### config.mk
export PLATFORM = sky130hd
export DESIGN_NAME = alpha_unblend_flat
export DESIGN_NICKNAME = d
export VERILOG_FILES = /design/src/rtl/alpha_unblend_if.sv /design/src/rtl/alpha_unblend.sv /design/src/flat_wrapper.sv
export SDC_FILE = /design/constraint.sdc
export NUM_CORES = 1
export LEC_CHECK = 0
export CAP_MARGIN = 20
export CORE_MARGIN = 2
export CORE_UTILIZATION = 40
export CTS_CLUSTER_DIAMETER = 60
export DETAILED_ROUTE_END_ITERATION = 8
export HOLD_SLACK_MARGIN = 0.03
export PLACE_DENSITY = 0.66
export SLEW_MARGIN = 25
export SYNTH_ARGS = -nofsm -noshare
export SYNTH_HDL_FRONTEND = slang
export SYNTH_SLANG_ARGS = --single-unit
export TNS_END_PERCENT = 5
### constraint.sdc
create_clock -name clk -period 3.9 [get_ports clk]
set_input_delay 0.585 -clock clk [delete_from_list [all_inputs] [get_ports clk]]
set_output_delay 0.585 -clock clk [all_outputs]
set_load 0.01 [all_outputs]
### src/rtl/alpha_unblend_if.sv
// ============================================================
// Module  : alpha_unblend_if
// Purpose : Pixel-in / object-out valid-ready stream bundle for alpha_unblend.
// Rev     : 1.0
// ============================================================
`default_nettype none

interface alpha_unblend_if;
   logic        in_valid;
   logic        in_ready;
   logic [23:0] in_pixel;
   logic [23:0] in_background;
   logic        in_last;
   logic        out_valid;
   logic        out_ready;
   logic [23:0] out_object;
   logic [2:0]  out_clip;
   logic        out_last;

   modport master (
      output in_valid, in_pixel, in_background, in_last, out_ready,
      input  in_ready, out_valid, out_object, out_clip, out_last
   );

   modport slave (
      input  in_valid, in_pixel, in_background, in_last, out_ready,
      output in_ready, out_valid, out_object, out_clip, out_last
   );
endinterface

`default_nettype wire

### src/rtl/alpha_unblend.sv
// ============================================================
// Module  : alpha_unblend
// Purpose : Two-stage inverse of the fixed-alpha blender with clip/frame stats.
// Rev     : 1.0
// ============================================================
`default_nettype none

module alpha_unblend #(
   parameter int ALPHA_N = 1,
   parameter int CNT_W   = 16
) (
   input  wire               clk,
   input  wire               reset_n,
   alpha_unblend_if.slave    bus,
   input  wire               clear_stats,
   output logic [CNT_W-1:0]  clip_count,
   output logic [CNT_W-1:0]  frame_count
);

   localparam int             c_SD_W    = 10 + ALPHA_N;
   localparam int             c_O_W     = 11 + ALPHA_N;
   localparam logic [CNT_W-1:0] c_CNT_ONE = 1;

   logic              r_s1_valid;
   logic              r_s1_last;
   logic              r_s2_valid;
   logic [23:0]       r_s2_obj;
   logic [2:0]        r_s2_clip;
   logic              r_s2_last;
   logic [CNT_W-1:0]  r_clip_count;
   logic [CNT_W-1:0]  r_frame_count;

   logic              w_s1_adv;
   logic              w_s2_adv;
   logic              w_in_fire;
   logic              w_out_fire;
   logic [23:0]       w_s2_obj;
   logic [2:0]        w_s2_clip;

   assign w_s2_adv     = !r_s2_valid || bus.out_ready;
   assign w_s1_adv     = !r_s1_valid || w_s2_adv;
   assign w_in_fire    = bus.in_valid && w_s1_adv;
   assign w_out_fire   = r_s2_valid && bus.out_ready;

   assign bus.in_ready   = w_s1_adv;
   assign bus.out_valid  = r_s2_valid;
   assign bus.out_object = r_s2_obj;
   assign bus.out_clip   = r_s2_clip;
   assign bus.out_last   = r_s2_last;
   assign clip_count     = r_clip_count;
   assign frame_count    = r_frame_count;

   for (genvar gi = 0; gi < 3; gi++) begin : g_ch
      logic [7:0]               w_p;
      logic [7:0]               w_b;
      logic signed [8:0]        w_d;
      logic signed [c_SD_W-1:0] w_sd;
      logic signed [c_SD_W-1:0] r_sd;
      logic [7:0]               r_bg;
      logic signed [c_O_W-1:0]  w_o;
      logic [7:0]               w_obj_ch;
      logic                     w_clip_ch;

      assign w_p  = bus.in_pixel[gi*8 +: 8];
      assign w_b  = bus.in_background[gi*8 +: 8];
      assign w_d  = $signed({1'b0, w_p}) - $signed({1'b0, w_b});
      assign w_sd = $signed({{(c_SD_W-9){w_d[8]}}, w_d}) <<< ALPHA_N;

      always_ff @(posedge clk or negedge reset_n) begin
         if (!reset_n) begin
            r_sd <= '0;
            r_bg <= '0;
         end else if (w_in_fire) begin
            r_sd <= w_sd;
            r_bg <= w_b;
         end
      end

      // Background is zero-extended, scaled difference sign-extended.
      assign w_o = $signed({{(c_O_W-8){1'b0}}, r_bg})
                 + $signed({{(c_O_W-c_SD_W){r_sd[c_SD_W-1]}}, r_sd});

      always_comb begin
         w_obj_ch  = w_o[7:0];
         w_clip_ch = 1'b0;
         if (w_o[c_O_W-1]) begin
            w_obj_ch  = 8'h00;
            w_clip_ch = 1'b1;
         end else if (|w_o[c_O_W-2:8]) begin
            w_obj_ch  = 8'hFF;
            w_clip_ch = 1'b1;
         end
      end

      assign w_s2_obj[gi*8 +: 8] = w_obj_ch;
      assign w_s2_clip[gi]       = w_clip_ch;
   end

   always_ff @(posedge clk or negedge reset_n) begin
      if (!reset_n) begin
         r_s1_valid <= 1'b0;
         r_s1_last  <= 1'b0;
         r_s2_valid <= 1'b0;
         r_s2_obj   <= '0;
         r_s2_clip  <= '0;
         r_s2_last  <= 1'b0;
      end else begin
         if (w_s1_adv) begin
            r_s1_valid <= bus.in_valid;
            if (w_in_fire) begin
               r_s1_last <= bus.in_last;
            end
         end
         if (w_s2_adv) begin
            r_s2_valid <= r_s1_valid;
            if (r_s1_valid) begin
               r_s2_obj  <= w_s2_obj;
               r_s2_clip <= w_s2_clip;
               r_s2_last <= r_s1_last;
            end
         end
      end
   end

   always_ff @(posedge clk or negedge reset_n) begin
      if (!reset_n) begin
         r_clip_count  <= '0;
         r_frame_count <= '0;
      end else if (clear_stats) begin
         r_clip_count  <= '0;
         r_frame_count <= '0;
      end else begin
         if (w_out_fire && (|r_s2_clip) && !(&r_clip_count)) begin
            r_clip_count <= r_clip_count + c_CNT_ONE;
         end
         if (w_out_fire && r_s2_last) begin
            r_frame_count <= r_frame_count + c_CNT_ONE;
         end
      end
   end

endmodule

`default_nettype wire

### src/flat_wrapper.sv
// flat-port wrapper written by rule: the top's interface ports become plain ports
module alpha_unblend_flat 
#(
   parameter int ALPHA_N = 1,
   parameter int CNT_W   = 16
)
  (clk, reset_n, clear_stats, clip_count, frame_count, bus_in_valid, bus_in_pixel, bus_in_background, bus_in_last, bus_out_ready, bus_in_ready, bus_out_valid, bus_out_object, bus_out_clip, bus_out_last);
  alpha_unblend_if bus_i ();
  input  wire clk;
  input  wire reset_n;
  input  wire clear_stats;
  output logic [CNT_W-1:0] clip_count;
  output logic [CNT_W-1:0] frame_count;
  input wire logic [$bits(bus_i.in_valid)-1:0] bus_in_valid;
  input wire logic [$bits(bus_i.in_pixel)-1:0] bus_in_pixel;
  input wire logic [$bits(bus_i.in_background)-1:0] bus_in_background;
  input wire logic [$bits(bus_i.in_last)-1:0] bus_in_last;
  input wire logic [$bits(bus_i.out_ready)-1:0] bus_out_ready;
  output wire logic [$bits(bus_i.in_ready)-1:0] bus_in_ready;
  output wire logic [$bits(bus_i.out_valid)-1:0] bus_out_valid;
  output wire logic [$bits(bus_i.out_object)-1:0] bus_out_object;
  output wire logic [$bits(bus_i.out_clip)-1:0] bus_out_clip;
  output wire logic [$bits(bus_i.out_last)-1:0] bus_out_last;
  assign bus_i.in_valid = bus_in_valid;
  assign bus_i.in_pixel = bus_in_pixel;
  assign bus_i.in_background = bus_in_background;
  assign bus_i.in_last = bus_in_last;
  assign bus_i.out_ready = bus_out_ready;
  assign bus_in_ready = bus_i.in_ready;
  assign bus_out_valid = bus_i.out_valid;
  assign bus_out_object = bus_i.out_object;
  assign bus_out_clip = bus_i.out_clip;
  assign bus_out_last = bus_i.out_last;
  alpha_unblend #(.ALPHA_N(ALPHA_N), .CNT_W(CNT_W)) u_core (.clk(clk), .reset_n(reset_n), .bus(bus_i), .clear_stats(clear_stats), .clip_count(clip_count), .frame_count(frame_count));
endmodule
==> run_1/detail.png <==
Region (46, 72) to (86, 112) um. Cells in grey, sequential cells in the stronger grey; small squares are vias.
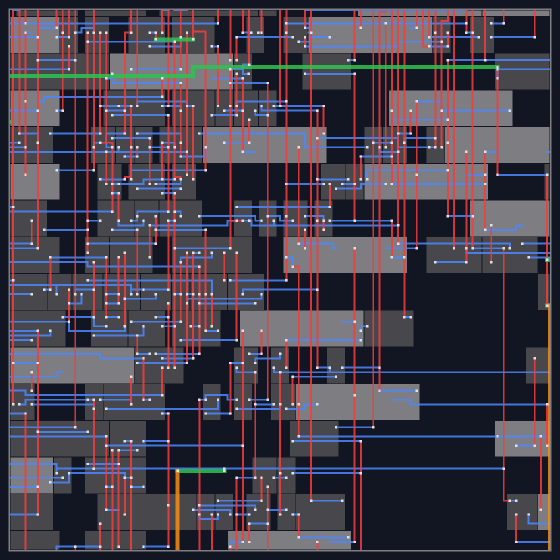
| colour | layer |
|---|---|
| green | metal 3 |
| red | metal 2 |
| blue | metal 1 |
| orange | metal 4 |
most frequent: o21ai_0 (14), nand2_1 (13), dfrtp_1 (12)
sequential cells in the window: 12
cells with their middle in the window: 95
netlist names of flops here include: u_core.bus.out_object (8)

==> run_1/layer_met2.png <==
Scale: 2 px per um.
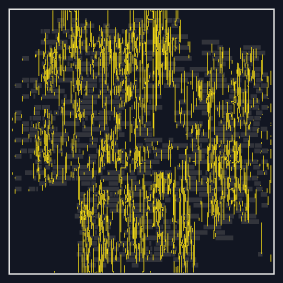
wire length on this layer: 6890 um
nets with wire on the layer: 760

==> results.json, run 1 <==
{
  "routed_wire_length_per_instance_um": 14.3,
  "p_leak_nw": 3.86,
  "reg2reg_depth": 8,
  "yosys-stat-area_um2": 6520,
  "report.final.hold_viol_count": 0,
  "cp_data_required_time_ns": 4.23,
  "openroad.warnings": 26,
  "firstDrtPassIters": 5,
  "grt.total_usage_pct": 17.7,
  "synthAdderAreaFrac_pct": 10.9,
  "synth_area_leader_cell": "dfrtp_1",
  "area.growth.synth_to_final_pct": 29.8,
  "taps": 216,
  "grt_first_pass_wirelength_mm": 25.0,
  "critical_path.slowest_cell": "a41oi_2",
  "numClockSinks": 114,
  "fin_tns_setup_ns": 0,
  "gp_congestion": 0.825,
  "layout.non_clock_inverters": 34,
  "final_area_um2": 8460,
  "critPathMaxFanout": 9,
  "post_route_drc": 0,
  "max_flop_register": "u_core.g_ch.r_sd",
  "final-max-slew-violation-count": 0,
  "netlist_top_cells_area": "dfrtp_1, ha_1, o21ai_0, nand2_1, xor2_1",
  "transition_time_at_the_pin_with_the_least_slew_margin_ns": 0.991,
  "final_net_count": 913,
  "number_of_buffers_on_the_longest_clock_path": 2,
  "final_core_utilization_pct": 53.3,
  "initial_antenna_violation_count": 0,
  "grt_pass1_vias": 5137,
  "outcome": "finished clean",
  "layout.clock_buffers": 26,
  "grt_start_max_net_pins": 69,
  "final-nonclk-buf-share_pct": 14.1,
  "hpwl_mm": 11.2,
  "min_hold_slack_ns": 0.280,
  "top_level_i_o_count": 116,
  "setup_violations": 0,
  "ys.warnings.count": 0,
  "timing.final.ws_setup_ns": 1.36,
  "fmaxAchievable_mhz": 394,
  "layout_min_cycle_time_ns": 2.54,
  "critPathKind": "reg -> reg",
  "synthSimpleGateAreaFrac_pct": 16.4,
  "yosys.cell_types.count": 51,
  "clock_tree_from_tritoncts": "yes",
  "worst_ep_arrival_time_ns": 2.87,
  "die_w_um": 132,
  "nMultiInputCombCells": 517,
  "grt.overflow.total": 0,
  "worstReg2RegEnd": "u_core.bus.out_object[15]",
  "synth-main-ff-cell": "dfrtp_1",
  "clkTransAtPathRegs_ns": 0.05,
  "post_synth_ao_oa_area_fraction_pct": 17.5,
  "vias": 5269,
  "critPathLaunchType": "flip-flop",
  "post_cts_resize_count": 0,
  "fp-row-count": 46,
  "critical-path-max-stage-delay_ns": 0.43,
  "ys.flops": 114,
  "timing.max_cap.violations": 0,
  "route.antenna.remaining_nets": 0,
  "hold_class": "in -> async",
  "logic_family": "AND-OR/OR-AND gates",
  "combAreaFraction_pct": 40.9,
  "layout.filler_cells": 1445
}
==> run_1/logic_types.png <==
Scale: 4 px per um.
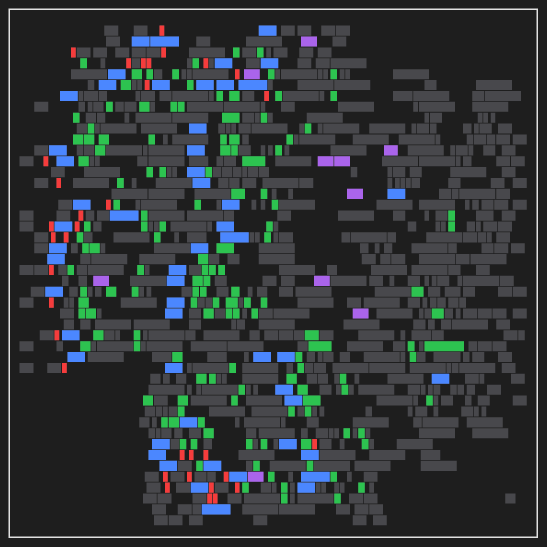
| colour | family | cells | most used |
|---|---|---|---|
| purple | mux cells | 10 | mux2_2 |
| blue | fa/ha/maj cells | 53 | ha_1 |
| red | inv cells | 34 | inv_1 |
| green | aoi and oai cells | 137 | o21ai_0 |

==> run_1/flops_by_reg.png <==
Scale: 4 px per um. Other sequential cells in the stronger grey, the rest of the logic in the fainter grey.
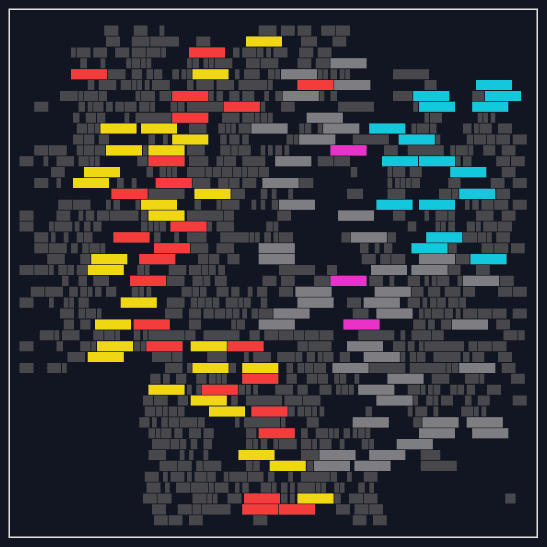
| colour | name in the netlist | sequential cells |
|---|---|---|
| cyan | u_core.frame_count | 16 |
| yellow | u_core.g_ch.r_sd | 27 |
| red | u_core.g_ch.r_bg | 24 |
| magenta | u_core.bus.out_clip | 3 |

## run 1: where the power goes
part,switching [mW],total (mW),leakage (nW),internal [mW]
logic,0.637,1.27,2.15,0.633
registers,0.168,1.56,1.43,1.39
clock network,0.508,1.43,0.274,0.918
## run 1: routing by layer
layer | up-vias | global-route usage (%) | wire length, um
met1 | 2486 | 23.4 | 6990
li1 | 2638 | - | -
met4 | 0 | 6.70 | 246
met5 | - | 0 | 0
met3 | 17 | 3.55 | 639
met2 | 128 | 28.7 | 6890
## run 1: cells in the final DEF (no fill, tap or decap), drive strengths merged, types with 11 or more instances in the layout
master,instances
a21o,13
a21oi,22
clkbuf,26
clkdlybuf4s50,113
dfrtp,114
ha,47
inv,34
nand2,86
nand2b,11
nand3,15
nor2,65
nor3,17
o21a,14
o21ai,75
o31ai,15
xnor2,15
xor2,34
==> run_1/congestion.png <==
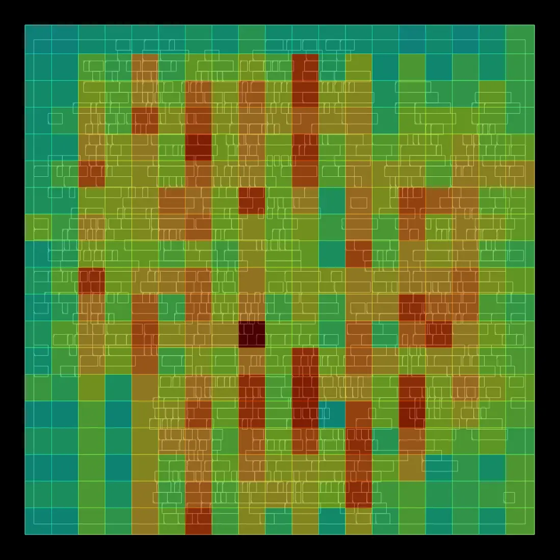

## Run 2: what changed since run 1
==> constraint.sdc (replaced) <==
create_clock -name clk -period 2.63 [get_ports clk]
set_input_delay 0.3945 -clock clk [delete_from_list [all_inputs] [get_ports clk]]
set_output_delay 0.3945 -clock clk [all_outputs]
set_load 0.01 [all_outputs]
==> run_2/congestion.png <==
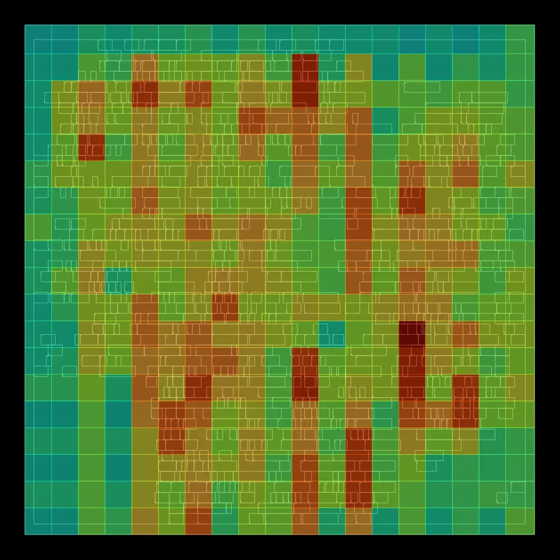
overall routing resource usage: 18.2%
met2 capacity usage during global routing: 29.6%
met1 demand-to-capacity share in global routing: 24.0%
met3 Track Usage GR: 3.32%

==> run 2 against run 1 <==
Against the previous run: clock skew barely moved; power grew 54%; register-to-register slack worse by 1.1 ns; sequential share of layout area down 0.52 points; final cell count increased by 0.77%.
==> results.json, run 2 <==
{
  "setup_violations": 0,
  "firstDrtPassIters": 5,
  "nMultiInputCombCells": 517,
  "met1_wl_mm": 7.21,
  "clkTransAtPathRegs_ns": 0.05,
  "fmaxAchievable_mhz": 418,
  "worst_ep_arrival_time_ns": 2.68,
  "timing.final.ws_setup_ns": 0.239,
  "netlist_top_cells_area": "dfrtp_1, ha_1, o21ai_0, nand2_1, xor2_1",
  "initial_antenna_violation_count": 0,
  "final-nonclk-buf-share_pct": 14.8,
  "switchingPower_mw": 1.98,
  "hold_class": "in -> async",
  "critical_path.slowest_cell": "fa_1",
  "critPathMaxFanout": 5,
  "grt_start_max_net_pins": 50,
  "number_of_buffers_on_the_longest_clock_path": 2,
  "min_hold_slack_ns": 0.448,
  "grt_pass1_vias": 5377,
  "reg2reg_depth": 8,
  "openroad.warnings": 26,
  "synth_area_leader_cell": "dfrtp_1",
  "wl_met3_um": 471,
  "max_flop_register": "u_core.g_ch.r_sd",
  "area.growth.synth_to_final_pct": 31.8,
  "gp_congestion": 0.840,
  "layout_min_cycle_time_ns": 2.39,
  "combAreaFraction_pct": 40.5,
  "fp-row-count": 46,
  "route.antenna.remaining_nets": 0,
  "outcome": "finished clean",
  "report.final.hold_viol_count": 0,
  "final-max-slew-violation-count": 0,
  "layout.filler_cells": 1400,
  "grt_first_pass_wirelength_mm": 26.0,
  "critPathKind": "reg -> reg",
  "seq_power_share_pct": 35.4,
  "critPathLaunchType": "flip-flop",
  "internal-power_mw": 4.58,
  "final_area_um2": 8590,
  "die_w_um": 132,
  "highest_routed_metal_layer": "met4",
  "layout.clock_buffers": 27,
  "taps": 216,
  "final_core_utilization_pct": 54.1,
  "top_level_i_o_count": 116,
  "yosys.cell_types.count": 51,
  "grt_busiest_layer": "met2"
}
==> run 2: power groups by stage <==
stage	Clock [mW]	Combinational, mW	Sequential (mW)
2_1_floorplan	0	1.08	2.34
3_3_place_gp	0	1.88	2.33
3_5_place_dp	0	1.92	2.34
4_1_cts	2.33	1.94	2.32
5_1_grt	2.41	2.17	2.36
6_report	2.29	1.95	2.32
==> run 2: cells by family after synthesis <==
kind of cell	count (synthesis)	synth area share [%]
AND/OR/NAND/NOR	232	16.4
flip-flops	114	43.8
buffers and inverters	53	3.15
adder cells (fa/ha/maj)	53	10.9
XOR/XNOR	49	6.58
multiplexers	10	1.71
AND-OR/OR-AND	173	17.5
==> run 2: what timing repair did <==
item,in CTS,in global routing
endpoints found under the hold margin,25,0
hold buffers,1,0
gates resized,0,4
endpoints found under the setup margin,0,14
Power and IR drop assume default switching activity.
